## src/rtl/mem_arbiter_pkg.sv

```systemverilog
`default_nettype none
// ============================================================================
// Module   : mem_arbiter_pkg
// Function : Shared FSM state encodings and port ids for the memory arbiter.
// Revision : 1.0 - initial release
// ============================================================================
package mem_arbiter_pkg;

    typedef enum logic [1:0] {
        ST_IDLE   = 2'd0,
        ST_BUSY_I = 2'd1,
        ST_BUSY_D = 2'd2
    } state_t;

    localparam logic PORT_I = 1'b0;
    localparam logic PORT_D = 1'b1;

endpackage
`default_nettype wire

```

## src/rtl/mem_arbiter_if.sv

```systemverilog
`default_nettype none
// ============================================================================
// Module   : mem_arbiter_if
// Function : Fetch, data and backing-memory signals of the memory arbiter.
// Revision : 1.0 - initial release
// ============================================================================
interface mem_arbiter_if #(
    parameter int AW = 32,
    parameter int DW = 32
);
    logic          i_req;
    logic [AW-1:0] i_addr;
    logic          i_ack;
    logic [DW-1:0] i_rdata;
    logic          d_req;
    logic          d_we;
    logic [AW-1:0] d_addr;
    logic [DW-1:0] d_wdata;
    logic          d_ack;
    logic [DW-1:0] d_rdata;
    logic          mem_req;
    logic          mem_we;
    logic [AW-1:0] mem_addr;
    logic [DW-1:0] mem_wdata;
    logic          mem_ack;
    logic [DW-1:0] mem_rdata;
    logic          if_stall;
    logic          mem_stall;
    logic          timeout_err;

    // The arbiter itself
    modport slave (
        input  i_req, i_addr, d_req, d_we, d_addr, d_wdata, mem_ack, mem_rdata,
        output i_ack, i_rdata, d_ack, d_rdata, mem_req, mem_we, mem_addr,
               mem_wdata, if_stall, mem_stall, timeout_err
    );

    // Pipeline requesters plus backing memory
    modport master (
        output i_req, i_addr, d_req, d_we, d_addr, d_wdata, mem_ack, mem_rdata,
        input  i_ack, i_rdata, d_ack, d_rdata, mem_req, mem_we, mem_addr,
               mem_wdata, if_stall, mem_stall, timeout_err
    );

endinterface
`default_nettype wire

```

## src/rtl/mem_arbiter_watchdog.sv

```systemverilog
`default_nettype none
// ============================================================================
// Module   : arb_watchdog
// Function : Counts busy cycles since the last grant; flags the TIMEOUT-th one.
// Revision : 1.0 - initial release
// ============================================================================
module arb_watchdog #(
    parameter int TIMEOUT = 64
) (
    input  logic clk,
    input  logic reset,
    input  logic i_clear,
    input  logic i_enable,
    output logic o_expired
);
    localparam int            CW      = $clog2(TIMEOUT + 1);
    localparam logic [CW-1:0] c_limit = CW'(TIMEOUT - 1);
    localparam logic [CW-1:0] c_one   = CW'(1);

    logic [CW-1:0] r_count;

    always_ff @(posedge clk or negedge reset) begin
        if (!reset) begin
            r_count <= '0;
        end else if (i_clear) begin
            r_count <= '0;
        end else if (i_enable) begin
            r_count <= r_count + c_one;
        end
    end

    // Count holds busy cycles already elapsed, so this busy cycle is number TIMEOUT
    assign o_expired = i_enable && (r_count == c_limit);

endmodule
`default_nettype wire

```

## src/rtl/mem_arbiter.sv

```systemverilog
`default_nettype none
// ============================================================================
// Module   : mem_arbiter
// Function : Shares one single-ported memory between fetch and data ports.
// Options  : ARB_ROUND_ROBIN_EN - alternate grants on collision (else data wins)
// Revision : 1.0 - initial release
// ============================================================================
module mem_arbiter
    import mem_arbiter_pkg::*;
#(
    parameter int AW      = 32,
    parameter int DW      = 32,
    parameter int TIMEOUT = 64
) (
    input  logic         clk,
    input  logic         reset,
    mem_arbiter_if.slave bus
);
    state_t        r_state;
    state_t        w_state_nxt;
    logic          r_mem_req;
    logic          r_mem_we;
    logic [AW-1:0] r_mem_addr;
    logic [DW-1:0] r_mem_wdata;
    logic          r_i_ack;
    logic          r_d_ack;
    logic [DW-1:0] r_i_rdata;
    logic [DW-1:0] r_d_rdata;
    logic          r_timeout_err;
    logic          w_pend_i;
    logic          w_pend_d;
    logic          w_grant;
    logic          w_grant_port;
    logic          w_done;
    logic          w_abort;
    logic          w_expired;
    logic          w_busy;

    // A port being acked this cycle is not pending, so it cannot be regranted
    assign w_pend_i = bus.i_req & ~r_i_ack;
    assign w_pend_d = bus.d_req & ~r_d_ack;
    assign w_busy   = (r_state != ST_IDLE);

`ifdef ARB_ROUND_ROBIN_EN
    logic r_last_grant;

    always_ff @(posedge clk or negedge reset) begin
        if (!reset) begin
            r_last_grant <= PORT_I;
        end else if (w_grant) begin
            r_last_grant <= w_grant_port;
        end
    end
`endif

    always_ff @(posedge clk or negedge reset) begin
        if (!reset) begin
            r_state <= ST_IDLE;
        end else begin
            r_state <= w_state_nxt;
        end
    end

    always_comb begin
        w_state_nxt  = r_state;
        w_grant      = 1'b0;
        w_grant_port = PORT_D;
        w_done       = 1'b0;
        w_abort      = 1'b0;
        case (r_state)
            ST_IDLE: begin
                if (w_pend_i && w_pend_d) begin
                    w_grant = 1'b1;
`ifdef ARB_ROUND_ROBIN_EN
                    w_grant_port = (r_last_grant == PORT_D) ? PORT_I : PORT_D;
`else
                    w_grant_port = PORT_D;
`endif
                end else if (w_pend_d) begin
                    w_grant      = 1'b1;
                    w_grant_port = PORT_D;
                end else if (w_pend_i) begin
                    w_grant      = 1'b1;
                    w_grant_port = PORT_I;
                end
                if (w_grant) begin
                    w_state_nxt = (w_grant_port == PORT_D) ? ST_BUSY_D : ST_BUSY_I;
                end
            end
            ST_BUSY_I, ST_BUSY_D: begin
                // An ack arriving on the expiry cycle still completes normally
                if (bus.mem_ack) begin
                    w_done      = 1'b1;
                    w_state_nxt = ST_IDLE;
                end else if (w_expired) begin
                    w_abort     = 1'b1;
                    w_state_nxt = ST_IDLE;
                end
            end
            default: w_state_nxt = ST_IDLE;
        endcase
    end

    always_ff @(posedge clk or negedge reset) begin
        if (!reset) begin
            r_mem_req     <= 1'b0;
            r_mem_we      <= 1'b0;
            r_mem_addr    <= '0;
            r_mem_wdata   <= '0;
            r_i_ack       <= 1'b0;
            r_d_ack       <= 1'b0;
            r_i_rdata     <= '0;
            r_d_rdata     <= '0;
            r_timeout_err <= 1'b0;
        end else begin
            r_i_ack <= 1'b0;
            r_d_ack <= 1'b0;
            if (w_grant) begin
                r_mem_req   <= 1'b1;
                r_mem_we    <= (w_grant_port == PORT_D) ? bus.d_we : 1'b0;
                r_mem_addr  <= (w_grant_port == PORT_D) ? bus.d_addr : bus.i_addr;
                r_mem_wdata <= (w_grant_port == PORT_D) ? bus.d_wdata : '0;
            end
            if (w_done || w_abort) begin
                r_mem_req <= 1'b0;
                if (r_state == ST_BUSY_I) begin
                    r_i_ack   <= 1'b1;
                    r_i_rdata <= w_done ? bus.mem_rdata : '0;
                end else begin
                    r_d_ack <= 1'b1;
                    if (w_abort) begin
                        r_d_rdata <= '0;
                    end else if (!r_mem_we) begin
                        r_d_rdata <= bus.mem_rdata;
                    end
                end
            end
            if (w_abort) begin
                r_timeout_err <= 1'b1;
            end
        end
    end

    arb_watchdog #(
        .TIMEOUT (TIMEOUT)
    ) u_watchdog (
        .clk       (clk),
        .reset     (reset),
        .i_clear   (w_grant),
        .i_enable  (w_busy),
        .o_expired (w_expired)
    );

    assign bus.mem_req     = r_mem_req;
    assign bus.mem_we      = r_mem_we;
    assign bus.mem_addr    = r_mem_addr;
    assign bus.mem_wdata   = r_mem_wdata;
    assign bus.i_ack       = r_i_ack;
    assign bus.i_rdata     = r_i_rdata;
    assign bus.d_ack       = r_d_ack;
    assign bus.d_rdata     = r_d_rdata;
    assign bus.timeout_err = r_timeout_err;
    // Stalls are forced low while reset is held so every output reads 0
    assign bus.if_stall    = reset & bus.i_req & ~r_i_ack;
    assign bus.mem_stall   = reset & bus.d_req & ~r_d_ack;

endmodule
`default_nettype wire
```

## src/flat_wrapper.sv

```systemverilog
// flat-port wrapper written by rule: the top's interface ports become plain ports
module mem_arbiter_flat import mem_arbiter_pkg::*;
#(
    parameter int AW      = 32,
    parameter int DW      = 32,
    parameter int TIMEOUT = 64
)
  (clk, reset, bus_i_req, bus_i_addr, bus_d_req, bus_d_we, bus_d_addr, bus_d_wdata, bus_mem_ack, bus_mem_rdata, bus_i_ack, bus_i_rdata, bus_d_ack, bus_d_rdata, bus_mem_req, bus_mem_we, bus_mem_addr, bus_mem_wdata, bus_if_stall, bus_mem_stall, bus_timeout_err);
  mem_arbiter_if #(.AW(AW), .DW(DW)) bus_i ();
  input  logic clk;
  input  logic reset;
  input wire logic [$bits(bus_i.i_req)-1:0] bus_i_req;
  input wire logic [$bits(bus_i.i_addr)-1:0] bus_i_addr;
  input wire logic [$bits(bus_i.d_req)-1:0] bus_d_req;
  input wire logic [$bits(bus_i.d_we)-1:0] bus_d_we;
  input wire logic [$bits(bus_i.d_addr)-1:0] bus_d_addr;
  input wire logic [$bits(bus_i.d_wdata)-1:0] bus_d_wdata;
  input wire logic [$bits(bus_i.mem_ack)-1:0] bus_mem_ack;
  input wire logic [$bits(bus_i.mem_rdata)-1:0] bus_mem_rdata;
  output wire logic [$bits(bus_i.i_ack)-1:0] bus_i_ack;
  output wire logic [$bits(bus_i.i_rdata)-1:0] bus_i_rdata;
  output wire logic [$bits(bus_i.d_ack)-1:0] bus_d_ack;
  output wire logic [$bits(bus_i.d_rdata)-1:0] bus_d_rdata;
  output wire logic [$bits(bus_i.mem_req)-1:0] bus_mem_req;
  output wire logic [$bits(bus_i.mem_we)-1:0] bus_mem_we;
  output wire logic [$bits(bus_i.mem_addr)-1:0] bus_mem_addr;
  output wire logic [$bits(bus_i.mem_wdata)-1:0] bus_mem_wdata;
  output wire logic [$bits(bus_i.if_stall)-1:0] bus_if_stall;
  output wire logic [$bits(bus_i.mem_stall)-1:0] bus_mem_stall;
  output wire logic [$bits(bus_i.timeout_err)-1:0] bus_timeout_err;
  assign bus_i.i_req = bus_i_req;
  assign bus_i.i_addr = bus_i_addr;
  assign bus_i.d_req = bus_d_req;
  assign bus_i.d_we = bus_d_we;
  assign bus_i.d_addr = bus_d_addr;
  assign bus_i.d_wdata = bus_d_wdata;
  assign bus_i.mem_ack = bus_mem_ack;
  assign bus_i.mem_rdata = bus_mem_rdata;
  assign bus_i_ack = bus_i.i_ack;
  assign bus_i_rdata = bus_i.i_rdata;
  assign bus_d_ack = bus_i.d_ack;
  assign bus_d_rdata = bus_i.d_rdata;
  assign bus_mem_req = bus_i.mem_req;
  assign bus_mem_we = bus_i.mem_we;
  assign bus_mem_addr = bus_i.mem_addr;
  assign bus_mem_wdata = bus_i.mem_wdata;
  assign bus_if_stall = bus_i.if_stall;
  assign bus_mem_stall = bus_i.mem_stall;
  assign bus_timeout_err = bus_i.timeout_err;
  mem_arbiter #(.AW(AW), .DW(DW), .TIMEOUT(TIMEOUT)) u_core (.clk(clk), .reset(reset), .bus(bus_i));
endmodule
```

## config.mk

```make
export PLATFORM = sky130hd
export DESIGN_NAME = mem_arbiter_flat
export DESIGN_NICKNAME = d
export VERILOG_FILES = /design/src/rtl/mem_arbiter_pkg.sv /design/src/rtl/mem_arbiter_if.sv /design/src/rtl/mem_arbiter_watchdog.sv /design/src/rtl/mem_arbiter.sv /design/src/flat_wrapper.sv
export SDC_FILE = /design/constraint.sdc
export NUM_CORES = 1
export LEC_CHECK = 0
export ABC_AREA = 1
export CORE_AREA = 2 2 151 153
export CTS_CLUSTER_DIAMETER = 40
export DETAILED_ROUTE_END_ITERATION = 10
export DIE_AREA = 0 0 153 155
export PLACE_DENSITY_LB_ADDON = 0.2
export SYNTH_ARGS = -nofsm -noshare
export SYNTH_HDL_FRONTEND = slang
export SYNTH_HIERARCHICAL = 1
export SYNTH_SLANG_ARGS = --single-unit
```

## constraint.sdc

```tcl
create_clock -name clk -period 2.15 [get_ports clk]
set_input_delay 0.215 -clock clk [delete_from_list [all_inputs] [get_ports clk]]
set_output_delay 0.215 -clock clk [all_outputs]
set_load 0.05 [all_outputs]
```

==> impl_metrics.yaml <==
# implementation run metrics
global_routing:
  grt-ovfl-total: 0
  antenna_found_initial: 0
  grt_first_pass_wirelength_mm: 34.2
  grt_pass1_vias: 6206
worst_setup_path:
  crit_type: "flop to primary output"
  crit_family: "buffers and inverters"
  required_ns: 1.93
  reg2reg_from: "u_core/u_watchdog/r_count[3]"
  cp_cell_sequence: "clkdlybuf4s50_1"
  cp-start-kind: "flop"
  path_max_fanout: 3
yosys:
  synth_nets: 991
  netlist.area_leader.share_pct: 54.6
  synthCells: 854
  yosysUniqueCellTypes: 26
  area_leaders: "dfrtp_1 55%, nand2_1 24%, nand3_1 7.8%"
  compound_area_share_pct: 0.827
  netlist_top_cells_count: "415 x nand2_1, 142 x dfrtp_1, 102 x nand3_1"
  syn_area_um2: 6500
final_layout:
  syn_to_final_growth_pct: 57.5
  nets: 1252
  drive_gt1_share_pct: 6.57
floorplan:
  core_area_um2: 22200
  ios: 269
drt:
  drt_iter0_drc: 328
sta:
  holdWs_ns: 0.337
  final_hold_viol_count: 0
  timing.final.crit_share_pct: 90.8
flow_run:
  drv_cap: 0
  warnings: 29
worst_hold_path:
  hold_path_depth: 3
  min_from: "bus_d_wdata[8]"
clock_network:
  cts.path.max_buffers: 2
  cts_sinks: 142
  cts_tree: "yes"
pwr:
  peakVddDrop_v: 0.000757
outcome:
  status: "finished clean"
place:
  hpwl_mm: 14.3
  port_buffers: 268
logic make-up after synthesis:
family,Yosys count
compound gates,8
fa+ha+maj,3
buf+inv,129
flops,142
simple gates,572
what timing repair did:
item | in CTS | in global routing
endpoints found under the hold margin | 53 | 0
resized | 0 | 4
setup endpoints to repair | 0 | 40
hold buffers | 1 | 0
power groups by stage:
stage,logic (mW),registers [mW],clock network [mW]
after detailed placement,10.3,4.56,0
after global placement,10.2,4.55,0
final,10.2,4.53,3.33
after global routing,10.9,4.69,3.56
after floorplan,2.65,8.46,0
after CTS,10.3,4.54,3.44
registers in the layout (all words and copies together), names as in the netlist:
name                       flops
u_core/bus.mem_we              1
u_core/r_state                 2
u_core/bus.i_rdata            32
u_core/bus.mem_req             1
u_core/bus.mem_addr           32
u_core/bus.mem_wdata          32
u_core/u_watchdog/r_count      7
u_core/bus.d_ack               1
u_core/bus.d_rdata            32
u_core/bus.i_ack               1
u_core/bus.timeout_err         1
final cells by class:
type                    instances  area [um^2]
multi-input cells             583         2450
clock inverters                14          229
well taps                     285          357
repair buffers                287         2920
fillers                      2206        12000
inverters                      84          315
flip-flops and latches        142         3550
clock buffers                  17          425
cells in the final DEF (no fill, tap or decap), types with 5 or more instances in the layout:
| master | Yosys | routed |
|---|---|---|
| nor2_1 | 41 | 41 |
| clkdlybuf4s50_1 | 0 | 265 |
| buf_4 | 5 | 12 |
| bufinv_16 | 0 | 5 |
| inv_1 | 77 | 76 |
| buf_12 | 0 | 7 |
| inv_6 | 0 | 5 |
| dfrtp_1 | 142 | 142 |
| nand3_1 | 102 | 102 |
| clkbuf_16 | 0 | 17 |
| inv_2 | 6 | 7 |
| nand2_1 | 415 | 413 |
how the worst max path moves through the flow:
stage,from,to,cells past startpoint
5_1_grt,u_core/r_state[0],u_core/bus.d_rdata[29],10
2_1_floorplan,u_core/r_state[0],u_core/bus.d_rdata[10],13
4_1_cts,u_core/r_state[1],u_core/bus.i_rdata[30],11
3_3_place_gp,u_core/u_watchdog/r_count[3],u_core/bus.d_rdata[13],10
3_5_place_dp,u_core/r_state[1],u_core/bus.i_rdata[30],11
6_report,u_core/bus.mem_we,bus_mem_we,1
per-layer routing:
metal	wire length, um	track usage, %
met1	9780	24.6
met2	9580	28.6
met3	1440	5.01
met4	291	4.41
met5	0	0
stage by stage:
| step | area [um^2] | total power, mW | instances | utilization (%) | setup WS, ns |
|---|---|---|---|---|---|
| after global routing | 10200 | 19.2 | 1412 | 46.1 | 0.00522 |
| after floorplan | 6530 | 11.1 | 854 | - | 0.0806 |
| final | 10200 | 18.0 | 1412 | 46.1 | 0.197 |
| after CTS | 10200 | 18.3 | 1412 | 46.0 | 0.135 |
| after detailed placement | 9560 | 14.8 | 1380 | 43.0 | 0.147 |
| after global placement | 9560 | 14.8 | 1380 | 43.0 | 0.244 |
==> images/sizes.png <==
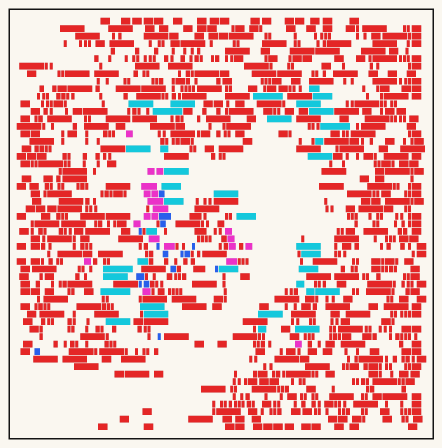
legend:
  magenta:
    size: _3 and _4 cells
    cells: 21
    most_used: buf_4
  blue:
    size: _2 cells
    cells: 16
    most_used: inv_2
  cyan:
    size: _6 and larger
    cells: 37
    most_used: clkbuf_16
  red:
    size: _0 and _1 cells
    cells: 1053
    most_used: nand2_1

==> images/io_fan.png <==
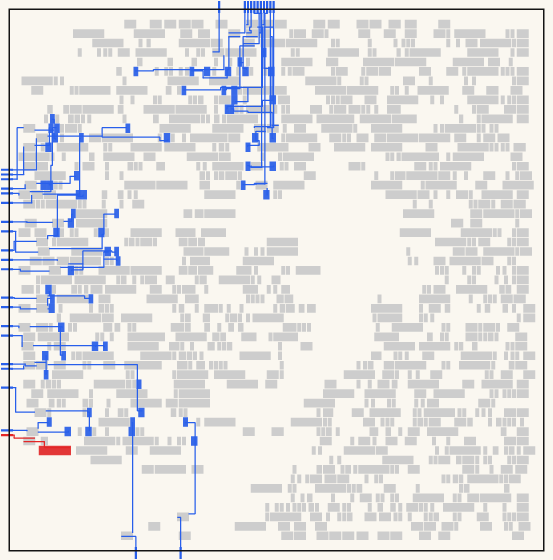
legend:
  red:
    port: bus_timeout_err
    bits: 1
    direction: output
    edge: west
    end_cells: 1
    buffers: 1
    wire: 22.6 um
  blue:
    port: bus_mem_rdata
    bits: 32
    direction: input
    edge: 19 west, 11 north, 2 south
    end_cells: 64
    buffers: 32
    wire: 1120 um

==> images/placement_by_type.png <==
Bar = 50 um.
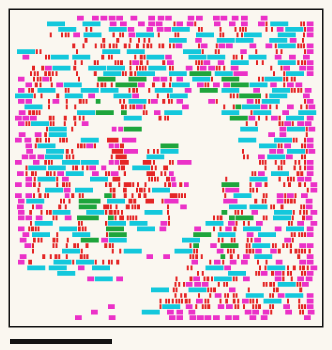
legend:
  green:
    class: clock drivers and dummy loads
    cells: 31
    share_of_their_area: 6.6%
  cyan:
    class: flops
    cells: 142
    share_of_their_area: 36%
  magenta:
    class: other buffers and delay cells
    cells: 287
    share_of_their_area: 29%
  red:
    class: combinational and other logic
    cells: 667
    share_of_their_area: 28%

Power figures rest on the tool's default switching activity, not on a simulated workload.
